--- config.mk ---
export PLATFORM = sky130hd
export DESIGN_NAME = i2s_tx_serializer
export DESIGN_NICKNAME = d
export VERILOG_FILES = /design/src/rtl/i2s_tx_pkg.sv /design/src/rtl/i2s_tx_lane_shifter.sv /design/src/rtl/i2s_tx_serializer.sv
export SDC_FILE = /design/constraint.sdc
export NUM_CORES = 1
export LEC_CHECK = 0
export CAP_MARGIN = 30
export CORE_MARGIN = 1
export CORE_UTILIZATION = 50
export CTS_CLUSTER_SIZE = 24
export DETAILED_ROUTE_END_ITERATION = 6
export GPL_TIMING_DRIVEN = 0
export MAX_ROUTING_LAYER = met4
export PLACE_DENSITY = 0.72
export SYNTH_ARGS = -nofsm -noshare
export SYNTH_HDL_FRONTEND = slang
export SYNTH_SLANG_ARGS = --single-unit
--- constraint.sdc ---
create_clock -name aud_mclk -period 9.7 [get_ports aud_mclk]
set_input_delay 1.94 -clock aud_mclk [delete_from_list [all_inputs] [get_ports aud_mclk]]
set_output_delay 1.94 -clock aud_mclk [all_outputs]
set_load 0.02 [all_outputs]
--- src/rtl/i2s_tx_pkg.sv ---
// Shared types, slot-clock constants and parameter sanity check for the I2S transmit serializer.
package i2s_tx_pkg;

    localparam int MAX_SLOT_WIDTH = 32;

    localparam logic LRCLK_LEFT  = 1'b0;
    localparam logic LRCLK_RIGHT = 1'b1;

    typedef logic [MAX_SLOT_WIDTH-1:0] lane_sample_t;

    function automatic bit params_ok(input int data_w, input int slot_w, input int sclk_div);
        return (sclk_div >= 2) && ((sclk_div % 2) == 0) &&
               (slot_w >= data_w) && (slot_w <= MAX_SLOT_WIDTH);
    endfunction

endpackage

--- src/rtl/i2s_tx_lane_shifter.sv ---
// One serial lane: slot-wide MSB-first shift register plus the one-sclk delay flop
// that produces standard I2S timing (bypassed when i_lj is high).
module i2s_tx_lane_shifter #(
    parameter int SLOT_WIDTH = 32
) (
    input  logic                  i_clk,
    input  logic                  i_rst,
    input  logic                  i_clear,
    input  logic                  i_load,
    input  logic                  i_shift,
    input  logic                  i_lj,
    input  logic [SLOT_WIDTH-1:0] i_data,
    output logic                  o_sdata
);

    logic [SLOT_WIDTH-1:0] r_shift;
    logic                  r_dly;

    // A load is also a falling sclk edge, so the outgoing slot's last bit still moves into the delay flop.
    always_ff @(posedge i_clk or posedge i_rst) begin
        if (i_rst) begin
            r_shift <= '0;
            r_dly   <= 1'b0;
        end else if (i_clear) begin
            r_shift <= '0;
            r_dly   <= 1'b0;
        end else if (i_load) begin
            r_dly   <= r_shift[SLOT_WIDTH-1];
            r_shift <= i_data;
        end else if (i_shift) begin
            r_dly   <= r_shift[SLOT_WIDTH-1];
            r_shift <= {r_shift[SLOT_WIDTH-2:0], 1'b0};
        end
    end

    assign o_sdata = i_lj ? r_shift[SLOT_WIDTH-1] : r_dly;

endmodule

--- src/rtl/i2s_tx_serializer.sv ---
// Multi-lane I2S transmit serializer clocked by aud_mclk: sclk/lrclk divider, sample handshake,
// underflow interrupt. Define I2S_TX_LJ_MODE_EN to add the lj_mode input (left-justified format).
module i2s_tx_serializer
    import i2s_tx_pkg::*;
#(
    parameter int DATA_WIDTH = 24,
    parameter int SLOT_WIDTH = 32,
    parameter int NUM_LANES  = 2,
    parameter int SCLK_DIV   = 4
) (
    input  logic                            aud_mclk,
    input  logic                            aud_mrst,
    input  logic                            en,
    input  logic                            smp_valid,
    output logic                            smp_ready,
    input  logic [NUM_LANES*DATA_WIDTH-1:0] smp_left,
    input  logic [NUM_LANES*DATA_WIDTH-1:0] smp_right,
    input  logic                            irq_en,
    input  logic                            irq_clr,
    output logic                            irq,
    output logic                            sclk_out,
    output logic                            lrclk_out,
    output logic [NUM_LANES-1:0]            sdata_out
`ifdef I2S_TX_LJ_MODE_EN
    ,
    input  logic                            lj_mode
`endif
);

    localparam int DIV_W = $clog2(SCLK_DIV);
    localparam int BIT_W = $clog2(SLOT_WIDTH);
    localparam logic [DIV_W-1:0] DIV_LAST = DIV_W'(SCLK_DIV - 1);
    localparam logic [DIV_W-1:0] DIV_HALF = DIV_W'(SCLK_DIV / 2);
    localparam logic [BIT_W-1:0] BIT_LAST = BIT_W'(SLOT_WIDTH - 1);

    if (!params_ok(DATA_WIDTH, SLOT_WIDTH, SCLK_DIV)) begin : g_param_error
        $error("i2s_tx_serializer: SCLK_DIV must be even and >= 2, SLOT_WIDTH in DATA_WIDTH..32");
    end

    function automatic logic [SLOT_WIDTH-1:0] align_slot(input logic [DATA_WIDTH-1:0] d);
        lane_sample_t v;
        v = '0;
        v[MAX_SLOT_WIDTH-1 -: DATA_WIDTH] = d;
        return v[MAX_SLOT_WIDTH-1 -: SLOT_WIDTH];
    endfunction

    logic                            r_run;
    logic [DIV_W-1:0]                r_div_cnt;
    logic [BIT_W-1:0]                r_bit_cnt;
    logic                            r_lrclk;
    logic                            r_sclk;
    logic                            r_hold_valid;
    logic [NUM_LANES*DATA_WIDTH-1:0] r_hold_left;
    logic [NUM_LANES*DATA_WIDTH-1:0] r_hold_right;
    logic [NUM_LANES*DATA_WIDTH-1:0] r_act_right;
    logic                            r_sticky;
    logic                            r_irq;

    logic             w_idle;
    logic             w_start;
    logic             w_fall;
    logic             w_wrap;
    logic             w_frame_load;
    logic             w_right_load;
    logic             w_load;
    logic             w_shift;
    logic             w_accept;
    logic             w_underflow;
    logic             w_lj;
    logic [DIV_W-1:0] w_div_nxt;

    assign w_idle       = !en;
    assign w_start      = en && !r_run;
    assign w_fall       = en && r_run && (r_div_cnt == DIV_LAST);
    assign w_wrap       = w_fall && (r_bit_cnt == BIT_LAST);
    assign w_frame_load = w_start || (w_wrap && (r_lrclk == LRCLK_RIGHT));
    assign w_right_load = w_wrap && (r_lrclk == LRCLK_LEFT);
    assign w_load       = w_frame_load || w_right_load;
    assign w_shift      = w_fall && !w_wrap;
    assign w_accept     = smp_valid && !r_hold_valid;
    assign w_underflow  = w_frame_load && !r_hold_valid;
    assign w_div_nxt    = w_fall ? '0 : r_div_cnt + DIV_W'(1);

`ifdef I2S_TX_LJ_MODE_EN
    assign w_lj = lj_mode;
`else
    assign w_lj = 1'b0;
`endif

    // Bit clock, slot counter and word select; everything parks at zero while disabled.
    always_ff @(posedge aud_mclk or posedge aud_mrst) begin
        if (aud_mrst) begin
            r_run     <= 1'b0;
            r_div_cnt <= '0;
            r_bit_cnt <= '0;
            r_lrclk   <= LRCLK_LEFT;
            r_sclk    <= 1'b0;
        end else if (w_idle) begin
            r_run     <= 1'b0;
            r_div_cnt <= '0;
            r_bit_cnt <= '0;
            r_lrclk   <= LRCLK_LEFT;
            r_sclk    <= 1'b0;
        end else if (!r_run) begin
            r_run     <= 1'b1;
            r_div_cnt <= '0;
            r_bit_cnt <= '0;
            r_lrclk   <= LRCLK_LEFT;
            r_sclk    <= 1'b0;
        end else begin
            r_div_cnt <= w_div_nxt;
            r_sclk    <= (w_div_nxt >= DIV_HALF);
            if (w_fall) begin
                r_bit_cnt <= w_wrap ? '0 : r_bit_cnt + BIT_W'(1);
            end
            if (w_wrap) begin
                r_lrclk <= ~r_lrclk;
            end
        end
    end

    // Accept only happens while the holding register is empty, so it never collides with a drain.
    always_ff @(posedge aud_mclk or posedge aud_mrst) begin
        if (aud_mrst) begin
            r_hold_valid <= 1'b0;
            r_hold_left  <= '0;
            r_hold_right <= '0;
            r_act_right  <= '0;
            r_sticky     <= 1'b0;
            r_irq        <= 1'b0;
        end else begin
            if (w_accept) begin
                r_hold_valid <= 1'b1;
                r_hold_left  <= smp_left;
                r_hold_right <= smp_right;
            end else if (w_frame_load) begin
                r_hold_valid <= 1'b0;
            end
            if (w_frame_load) begin
                r_act_right <= r_hold_valid ? r_hold_right : '0;
            end
            if (w_underflow) begin
                r_sticky <= 1'b1;
            end else if (irq_clr) begin
                r_sticky <= 1'b0;
            end
            r_irq <= r_sticky & irq_en;
        end
    end

    for (genvar i = 0; i < NUM_LANES; i++) begin : g_lane
        logic [SLOT_WIDTH-1:0] w_load_data;

        always_comb begin
            w_load_data = align_slot(r_act_right[i*DATA_WIDTH +: DATA_WIDTH]);
            if (w_frame_load) begin
                w_load_data = r_hold_valid ? align_slot(r_hold_left[i*DATA_WIDTH +: DATA_WIDTH]) : '0;
            end
        end

        i2s_tx_lane_shifter #(
            .SLOT_WIDTH(SLOT_WIDTH)
        ) u_shifter (
            .i_clk   (aud_mclk),
            .i_rst   (aud_mrst),
            .i_clear (w_idle),
            .i_load  (w_load),
            .i_shift (w_shift),
            .i_lj    (w_lj),
            .i_data  (w_load_data),
            .o_sdata (sdata_out[i])
        );
    end

    assign smp_ready = !r_hold_valid;
    assign sclk_out  = r_sclk;
    assign lrclk_out = r_lrclk;
    assign irq       = r_irq;

endmodule

==> run_1/registers.png <==
Bar = 50 µm.
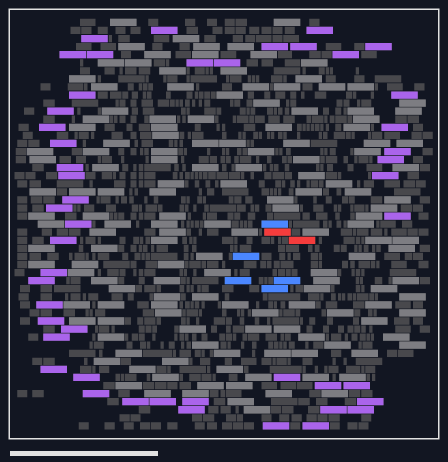
blue -> `r_bit_cnt`  # sequential cells 5
red -> `r_div_cnt`  # sequential cells 2
purple -> `r_hold_right`  # sequential cells 48, where widely spread

==> run_1/final_clocks.png <==
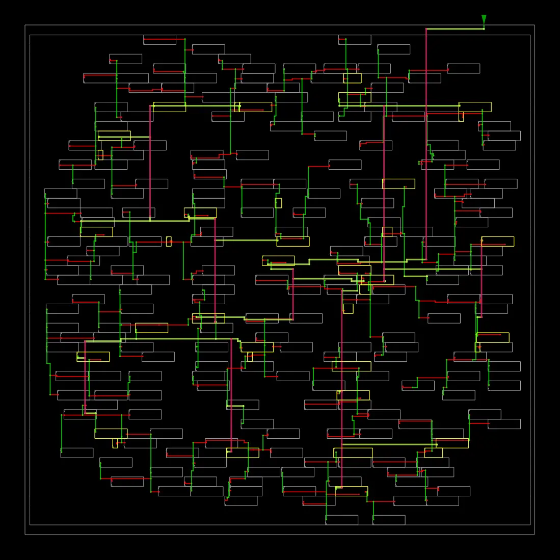
CTS Sinks: 206
clk latency late pin: 0.51 ns
final worst clock skew: 0.00662 ns
clock buffers: 32
Clk power: 843 µW

==> run_1/drive_strength.png <==
Bar = 50 µm.
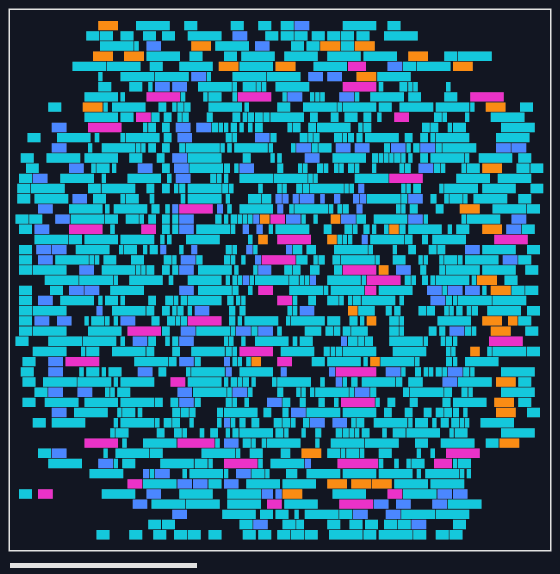
blue -> drive 2  # cells 149, share 13%
orange -> drive 3 to 4  # cells 41, share 3.7%
cyan -> drive 1 or less  # cells 875, share 79%
magenta -> drive 6 and up  # cells 41, share 3.7%

==> run_1/port_nets.png <==
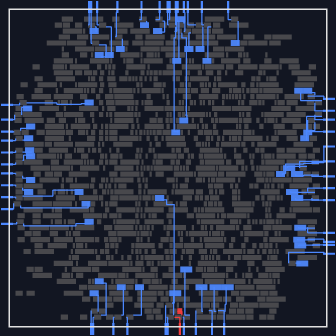
red -> `irq_en`  # bits 1, direction input, end cells 1, wire 9.40 µm
blue -> `smp_left`  # bits 48, direction input, end cells 48, wire 1030 µm

run 1: final timing paths:
path / to / from / cells after the start
max in group asynchronous: r_hold_right[44]$_DFFE_PP0P_ / aud_mrst / 3
worst max-delay path: smp_ready / r_hold_valid$_DFFE_PP0P_ / 4
worst max register to register: g_lane[0].u_shifter.r_shift[9]$_DFFE_PP0P_ / r_bit_cnt[0]$_DFFE_PP0P_ / 9
worst min-delay path: r_div_cnt[0]$_DFF_PP0_ / r_div_cnt[0]$_DFF_PP0_ / 1
worst min register to register: r_div_cnt[0]$_DFF_PP0_ / r_div_cnt[0]$_DFF_PP0_ / 1
min in group asynchronous: r_hold_right[31]$_DFFE_PP0P_ / aud_mrst / 2
run 1: power groups by stage:
stage               Combinational [mW]  Clock (mW)  Sequential [mW]
finish                           0.620       0.843             1.26
global route                     0.693       0.894             1.29
CTS                              0.626       0.855             1.26
detailed placement               0.621           0             1.27
global placement                 0.600           0             1.26
floorplan                        0.479           0             1.21
run 1: kinds of logic after synthesis:
logic type / Yosys count
and+or+nand+nor: 263
AOI/OAI and AO/OA: 199
xor gates and xnor gates: 1
adders and majority gates: 3
DFF: 206
buffers and inverters: 142
muxes: 146
run 1: final cells by class:
| cell class | instances | area, µm² | share of cell area |
|---|---|---|---|
| Multi-Input combinational cell | 612 | 4270 | 0.348 |
| Inverter | 52 | 203 | 0.0165 |
| Clock inverter | 6 | 88.8 | 0.00724 |
| Timing Repair Buffer | 108 | 1100 | 0.0895 |
| Sequential cell | 206 | 5150 | 0.420 |
| Clock buffer | 32 | 629 | 0.0513 |
| Tap cell | 265 | 332 | 0.0270 |
| Buffer | 90 | 498 | 0.0406 |
run 1: state kept, by name, indices dropped and copies added (netlist names):
register,cells
g_lane.u_shifter.r_shift,48
r_act_right,48
r_hold_left,48
r_hold_right,48
r_bit_cnt,5
g_lane.u_shifter.r_dly,2
r_div_cnt,2
irq,1
lrclk_out,1
r_hold_valid,1
r_run,1
r_sticky,1
run 1: routing by layer:
layer,wire length [µm],track usage,up-vias
met5,0,-,-
met4,793,0.0859,0
met3,1330,0.0387,55
met2,10700,0.365,217
met1,10800,0.332,3711
li1,-,-,3557
run 1: placed cells by master, fill, tap and decap left out, drive strengths merged, types with 4 or more instances in the layout:
| master | count |
|---|---|
| dfrtp | 206 |
| clkdlybuf4s50 | 107 |
| nand2 | 100 |
| nor2 | 97 |
| mux2 | 97 |
| a21oi | 94 |
| clkbuf | 68 |
| buf | 55 |
| inv | 53 |
| mux2i | 49 |
| nand2b | 48 |
| a31oi | 46 |
| o221a | 46 |
| o21ai | 4 |
| a21boi | 4 |
run 1: worst max-delay path, delay by kind of cell (launching register included):
family,cells,cell delay [ns]
flops,1,0.35
buf+inv,4,1.17
run 1: stage by stage:
stage	instances	power [mW]
2_1_floorplan	960	1.69
3_3_place_gp	1332	1.86
3_5_place_dp	1333	1.89
4_1_cts	1371	2.74
5_1_grt	1371	2.87
6_report	1371	2.72
==> GITHUB_STEP_SUMMARY, run 1 <==
### Metrics collected by this job

| Metric | Value |
|---|---|
| Ao+oa area frac | `0.135` |
| Worst Setup End Kind | `output pin` |
| HP Class | `register to register` |
| Adder-Cell Fraction of Synth Area | `0.00371` |
| Clock Pin Slew Worst Setup and Hold Paths | `0.06 ns` |
| Synth logic family | `multiplexers` |
| Initial antenna violation count | `0` |
| HPWL after detailed placement | `15900 µm` |
| Grt ovf | `0` |
| Post-synth top cells | `206 x dfrtp_1, 100 x nand2_1, 97 x nor2_1` |
| Fillcell total | `1647` |
| Drt via density | `5.50` |
| GPL Wtd Cong | `0.836` |
| Total wire length | `23600 µm` |
| XOR/XNOR Area Share | `0.000865` |
| Outcome | `complete, no violations` |
| I/O Buffers | `107` |
| PwrDens | `222 nW/µm²` |
| Least-Margin Pin Slew | `0.681 ns` |
| Sw frac | `0.285` |
| Worst Slack Setup Final | `5.74 ns` |
| Slew HR | `0.546` |
| Ports | `108` |
| Top area cell types | `dfrtp_1 51%, mux2_2 7.6%, o221a_2 5.0%, mux2i_1 4.8%, a21oi_1 4.6%` |
| Synth warn | `0` |
| Core Util, Final | `0.625` |
| Max incr delay on CP | `0.62 ns` |
| Flops out of synthesis | `206` |
| Post-Syn Nets | `1065` |
## Run 2: what changed since run 1
--- a/config.mk
+++ b/config.mk
@@ -12,7 +12,7 @@
 export DETAILED_ROUTE_END_ITERATION = 6
 export GPL_TIMING_DRIVEN = 0
 export MAX_ROUTING_LAYER = met4
-export PLACE_DENSITY = 0.72
+export PLACE_DENSITY = 0.75
 export SYNTH_ARGS = -nofsm -noshare
 export SYNTH_HDL_FRONTEND = slang
 export SYNTH_SLANG_ARGS = --single-unit
==> constraint.sdc (replaced) <==
create_clock -name aud_mclk -period 3.39 [get_ports aud_mclk]
set_input_delay 0.678 -clock aud_mclk [delete_from_list [all_inputs] [get_ports aud_mclk]]
set_output_delay 0.678 -clock aud_mclk [all_outputs]
set_load 0.02 [all_outputs]
==> run_2/port_nets.png <==
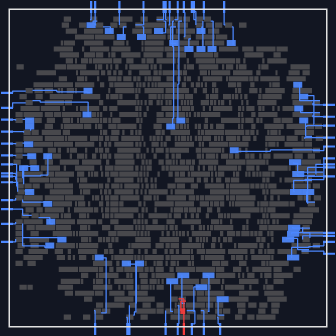
Ports: 108
I/O Buffers: 107

==> run_2/registers.png <==
Bar = 50 µm.
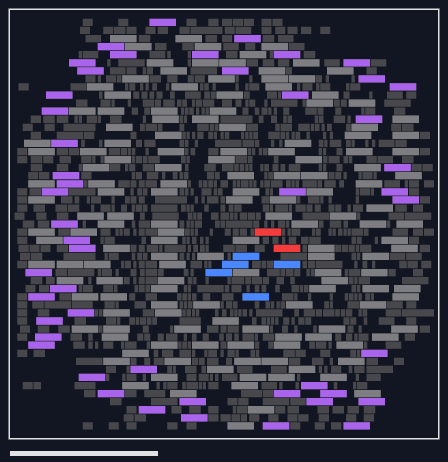
blue -> `r_bit_cnt`  # sequential cells 5, where centre
red -> `r_div_cnt`  # sequential cells 2
purple -> `r_hold_right`  # sequential cells 48, where widely spread

==> run_2/drive_strength.png <==
Bar = 50 µm.
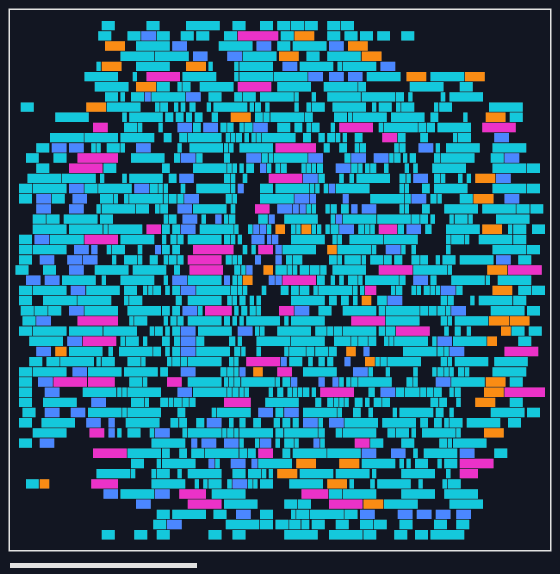
Non-clk bufs: 203
Worst Slack Setup Final: 0.690 ns
final instance area: 12500 µm²

==> GITHUB_STEP_SUMMARY, run 2 <==
### Metrics collected by this job

| Metric | Value |
|---|---|
| PwrDens | `652 nW/µm² (was 222 nW/µm²)` |
| Post-Syn Nets | `1065 (unchanged)` |
| CP max FO | `10 (unchanged)` |
| Hold worst-path end | `r_div_cnt[0]$_DFF_PP0_ (unchanged)` |
| R2R depth | `9 (unchanged)` |
| Max VDD drop | `370 µV (was 117 µV)` |
| CP Cell Sequence | `buf_2 > buf_2 > inv_1 > clkdlybuf4s50_1 (unchanged)` |
| Reg-to-reg endpoint | `g_lane[0].u_shifter.r_shift[13]$_DFFE_PP0P_ (was g_lane[0].u_shifter.r_shift[9]$_DFFE_PP0P_)` |
| Non-Filler Instances | `1379 (was 1371)` |
| Initial antenna violation count | `0 (unchanged)` |
| Total wire length | `23900 µm (was 23600 µm)` |
| Hold path depth | `1 (unchanged)` |
| Clock Pin Slew Worst Setup and Hold Paths | `0.06 ns (about the same)` |
| Flops out of synthesis | `206 (unchanged)` |
| Fillcell total | `1609 (was 1647)` |
| Routed len/inst | `17.3 µm (was 17.2 µm)` |
| Least-Margin Pin Slew | `0.627 ns (was 0.681 ns)` |
| Core Util at FP | `0.515 (unchanged)` |
| Grt ovf | `0 (unchanged)` |
| Sw frac | `0.277 (was 0.285)` |
| HP Class | `register to register (unchanged)` |
| Drt via density | `5.50 (about the same)` |
| Final worst clock skew | `0.0128 ns (was 0.00662 ns)` |
| GPL Wtd Cong | `0.834 (was 0.836)` |
| Worst Setup End Kind | `output pin (unchanged)` |
| CP Buf/Inv Count | `4 (unchanged)` |
| Hold_buf cts | `0 (unchanged)` |
| Synth warn | `0 (unchanged)` |
| WL met2 | `11100 µm (was 10700 µm)` |
| HPWL after detailed placement | `16600 µm (was 15900 µm)` |
| Top cell excl fill/tap | `dfrtp_1 (unchanged)` |
| DRT met1 WL | `10600 µm (was 10800 µm)` |
| Cell Count Post-Placement | `1338 (was 1333)` |
| Worst R2R Start | `r_bit_cnt[0]$_DFFE_PP0P_ (unchanged)` |
| Slew HR | `0.582 (was 0.546)` |
| Post-synth top cells | `206 x dfrtp_1, 100 x nand2_1, 97 x nor2_1 (unchanged)` |
| Top delay family on crit path | `buffers and inverters (unchanged)` |
| Hold Crit Start | `r_div_cnt[0]$_DFF_PP0_ (unchanged)` |
| Outcome | `complete, no violations (unchanged)` |
| Max layer used | `met4 (unchanged)` |
| Met3 routed WL | `1530 µm (was 1330 µm)` |
==> run 2: cell counts after synthesis <==
No cell type changed its count.
==> run 2: power by group through the flow <==
stage | Combinational, mW | Clock (mW) | Sequential (mW)
6_report | 1.79 | 2.74 | 3.60
5_1_grt | 2.00 | 2.90 | 3.68
4_1_cts | 1.81 | 2.78 | 3.60
3_5_place_dp | 1.80 | 0 | 3.63
3_3_place_gp | 1.72 | 0 | 3.61
2_1_floorplan | 1.37 | 0 | 3.47
==> run 2: worst max-delay path by stage <==
stage	start	endpoint	slack, ns	depth (start not counted)
after floorplan	aud_mrst	g_lane[0].u_shifter.r_dly$_DFFE_PP0P_	0.04	1
after global placement	aud_mrst	r_hold_right[3]$_DFFE_PP0P_	-1.56	2
after detailed placement	smp_valid	r_hold_right[7]$_DFFE_PP0P_	1.07	6
after CTS	r_hold_valid$_DFFE_PP0P_	smp_ready	0.67	4
after global routing	r_hold_valid$_DFFE_PP0P_	smp_ready	0.62	4
final	r_hold_valid$_DFFE_PP0P_	smp_ready	0.69	4
==> run 2: cell families after synthesis <==
group           share of synthesized area
fa+ha+maj                         0.00371
compound gates                      0.135
xor+xnor                         0.000866
flops                               0.509
mux                                 0.167
buf+inv                            0.0685
simple gates                        0.115
==> run 2: final cells by class <==
| class | count | area, µm² | area share |
|---|---|---|---|
| clock buffer | 27 | 611 | 0.0489 |
| tap | 265 | 332 | 0.0266 |
| buffer | 90 | 498 | 0.0399 |
| timing repair buffer | 113 | 1190 | 0.0954 |
| multi-input combinational | 612 | 4270 | 0.342 |
| sequential | 206 | 5150 | 0.413 |
| inverter | 52 | 199 | 0.0159 |
| clock inverter | 14 | 230 | 0.0184 |
==> run 2: routing by layer <==
layer / up-vias / track usage
met2: 266 / 0.391
met3: 52 / 0.0417
li1: 3584 / -
met1: 3680 / 0.331
met5: - / -
met4: 0 / 0.0820
==> run 2: metrics by stage <==
| step | util | setup WS (ns) | area, µm² | power [mW] |
|---|---|---|---|---|
| 2_1_floorplan | - | 0.0397 | 10100 | 4.84 |
| 3_3_place_gp | 0.586 | -1.56 | 11500 | 5.33 |
| 3_5_place_dp | 0.593 | 1.07 | 11600 | 5.42 |
| 4_1_cts | 0.635 | 0.670 | 12500 | 8.20 |
| 5_1_grt | 0.635 | 0.624 | 12500 | 8.59 |
| 6_report | 0.635 | 0.690 | 12500 | 8.14 |
## Run 3: what changed since run 2
==> constraint.sdc (replaced) <==
create_clock -name aud_mclk -period 2.3 [get_ports aud_mclk]
set_input_delay 0.46 -clock aud_mclk [delete_from_list [all_inputs] [get_ports aud_mclk]]
set_output_delay 0.46 -clock aud_mclk [all_outputs]
set_load 0.02 [all_outputs]
==> run_3/port_nets.png <==
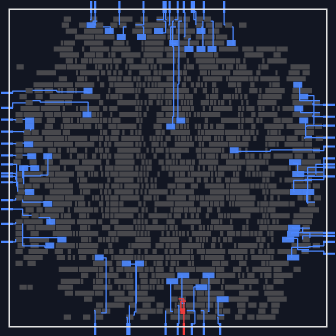
blue -> `smp_left`  # bits 48, direction input, end cells 48, wire 1090 µm
red -> `irq_en`  # bits 1, direction input, end cells 1, wire 21.1 µm

==> run_3/registers.png <==
Bar = 50 µm.
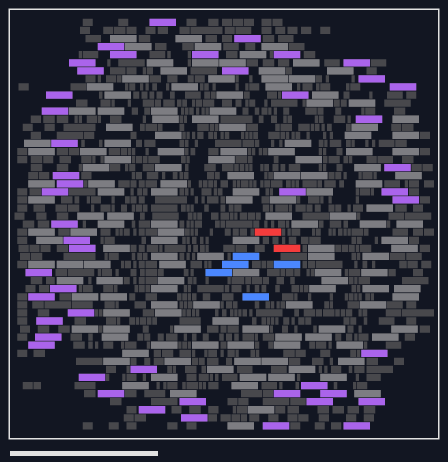
blue -> `r_bit_cnt`  # sequential cells 5, where centre
purple -> `r_hold_right`  # sequential cells 48, where widely spread
red -> `r_div_cnt`  # sequential cells 2
not coloured = 151

==> run_3/drive_strength.png <==
Bar = 50 µm.
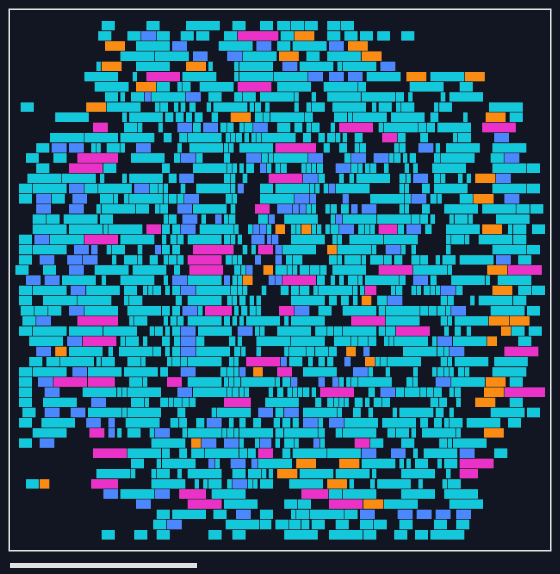
orange -> drive 3 to 4  # cells 43, share 3.9%
magenta -> drive 6 and up  # cells 49, share 4.4%
cyan -> drive 1 or less  # cells 870, share 78%
blue -> drive 2  # cells 152, share 14%

==> GITHUB_STEP_SUMMARY, run 3 <==
### Metrics collected by this job

| Metric | Value |
|---|---|
| Residual DRC | `0 (unchanged)` |
| Clock root cell | `clkbuf_16 (unchanged)` |
| Least-Margin Pin Slew | `0.611 ns (was 0.627 ns)` |
| Clk latency late pin | `0.51 ns (was 0.52 ns)` |
| MaxCap Viol Count | `0 (unchanged)` |
| Slew HR | `0.593 (was 0.582)` |
| HP Class | `primary input to async pin (was register to register)` |
| Clock Pin Slew Worst Setup and Hold Paths | `0.06 ns (about the same)` |
| Drt via density | `5.50 (about the same)` |
| Crit path DRT | `1.84 ns (was 2.71 ns)` |
| Final worst clock skew | `0.0121 ns (was 0.0128 ns)` |
| Total track usage | `0.250 (was 0.249)` |
| Post-synthesis cell type count | `39 (unchanged)` |
| Post-synth top cells | `206 x dfrtp_1, 100 x nand2_1, 97 x nor2_1 (unchanged)` |
| Top area cell types | `dfrtp_1 51%, mux2_2 7.6%, o221a_2 5.0%, mux2i_1 4.8%, a21oi_1 4.6% (unchanged)` |
| Crit path kind | `register to output pin (unchanged)` |
| Core Util at FP | `0.515 (unchanged)` |
| Final instance area | `12500 µm² (about the same)` |
| Placed Instance Area | `11600 µm² (unchanged)` |
| Worst Setup End Kind | `output pin (unchanged)` |
| Max VDD drop | `545 µV (was 370 µV)` |
| HPWL after detailed placement | `16600 µm (unchanged)` |
| Post-Syn Nets | `1065 (unchanged)` |
| Fillcell total | `1608 (was 1609)` |
| Routed len/inst | `17.4 µm (was 17.3 µm)` |
| Ports | `108 (unchanged)` |
| RSZ-0062 raised after global routing | `false (unchanged)` |
| Synth warn | `0 (unchanged)` |
| CP max FO | `10 (unchanged)` |
| Flops out of synthesis | `206 (unchanged)` |
| Grt ovf | `0 (unchanged)` |
| Area leader share | `0.509 (unchanged)` |
| CTS Sinks | `206 (unchanged)` |
| Outcome | `complete, no violations (unchanged)` |
| GPL Wtd Cong | `0.834 (unchanged)` |
| PwrDens | `960 nW/µm² (was 652 nW/µm²)` |
| Top cell excl fill/tap | `dfrtp_1 (unchanged)` |
| Initial antenna violation count | `0 (unchanged)` |
| I/O Buffers | `107 (unchanged)` |
| Synthesized instance count | `960 (unchanged)` |
| Most common logic cells in the final layout | `206 x dfrtp_1, 106 x clkdlybuf4s50_1, 100 x nand2_1 (was 206 x dfrtp_1, 107 x clkdlybuf4s50_1, 100 x nand2_1)` |
run 3: cell count changes in the layout (fill, tap and decap cells not counted), sizes merged:
cell	delta
buf	-1
clkbuf	+1
clkdlybuf4s50	-1
dlygate4sd2	+1
run 3: cell type report:
class / instances / area (µm²) / area share
plain buffers: 90 / 500 / 0.0401
inverters: 52 / 199 / 0.0159
multi-input cells: 612 / 4270 / 0.342
clock inverters: 14 / 230 / 0.0184
well taps: 265 / 332 / 0.0266
clock buffers: 27 / 611 / 0.0489
flip-flops and latches: 206 / 5150 / 0.413
repair buffers: 113 / 1190 / 0.0953
run 3: layer usage:
metal  track usage  routed length (µm)  vias up
met5             -                   0        -
met1         0.331               10600     3692
met4        0.0820                 725        0
met3        0.0417                1470       49
met2         0.391               11100      260
li1              -                   -     3585
run 3: worst max-delay path: stages, from the launching register on:
cell           delay [ns]
dfrtp_1              0.31
buf_2                0.24
clkbuf_4             0.27
inv_1                0.10
dlygate4sd2_1        0.33
run 3: cells by family after synthesis:
kind of cell / count (synthesis) / share of synthesized area
AND-OR/OR-AND: 199 / 0.135
XOR/XNOR: 1 / 0.000866
adder cells (fa/ha/maj): 3 / 0.00371
buffers and inverters: 142 / 0.0685
flip-flops: 206 / 0.509
multiplexers: 146 / 0.167
AND/OR/NAND/NOR: 263 / 0.115
run 3: what timing repair did:
item	4_1_cts	5_1_grt
setup endpoints to repair	1	1
hold buffers	0	0
resized	1	1
hold endpoints to repair	0	0
run 3: path summary, 6_finish.rpt:
kind	startpoint	endpoint	slack [ns]	depth (start not counted)
worst min-delay path	aud_mrst	r_hold_right[31]$_DFFE_PP0P_	0.35	2
min in group aud_mclk	r_div_cnt[0]$_DFF_PP0_	r_div_cnt[0]$_DFF_PP0_	0.44	1
max in group asynchronous	aud_mrst	r_hold_left[3]$_DFFE_PP0P_	0.89	5
worst min register to register	r_div_cnt[0]$_DFF_PP0_	r_div_cnt[0]$_DFF_PP0_	0.44	1
worst max-delay path	r_hold_valid$_DFFE_PP0P_	smp_ready	0.08	4
worst max register to register	r_bit_cnt[0]$_DFFE_PP0P_	g_lane[0].u_shifter.r_shift[31]$_DFFE_PP0P_	0.18	9
run 3: metrics by stage:
| stage | util | total power [mW] | instances | setup slack [ns] |
|---|---|---|---|---|
| final | 0.635 | 12.0 | 1379 | 0.0794 |
| after floorplan | - | 7.13 | 960 | -0.832 |
| after global placement | 0.586 | 7.86 | 1332 | -2.43 |
| after global routing | 0.635 | 12.7 | 1379 | 0.0210 |
| after detailed placement | 0.593 | 7.99 | 1338 | 0.195 |
| after CTS | 0.635 | 12.1 | 1379 | 0.0284 |
run 3: where the power goes:
part,internal (mW),switching [mW]
Sequential,4.67,0.640
Clock,2.57,1.47
Combinational,1.43,1.22
Power figures rest on the tool's default switching activity, not on a simulated workload.
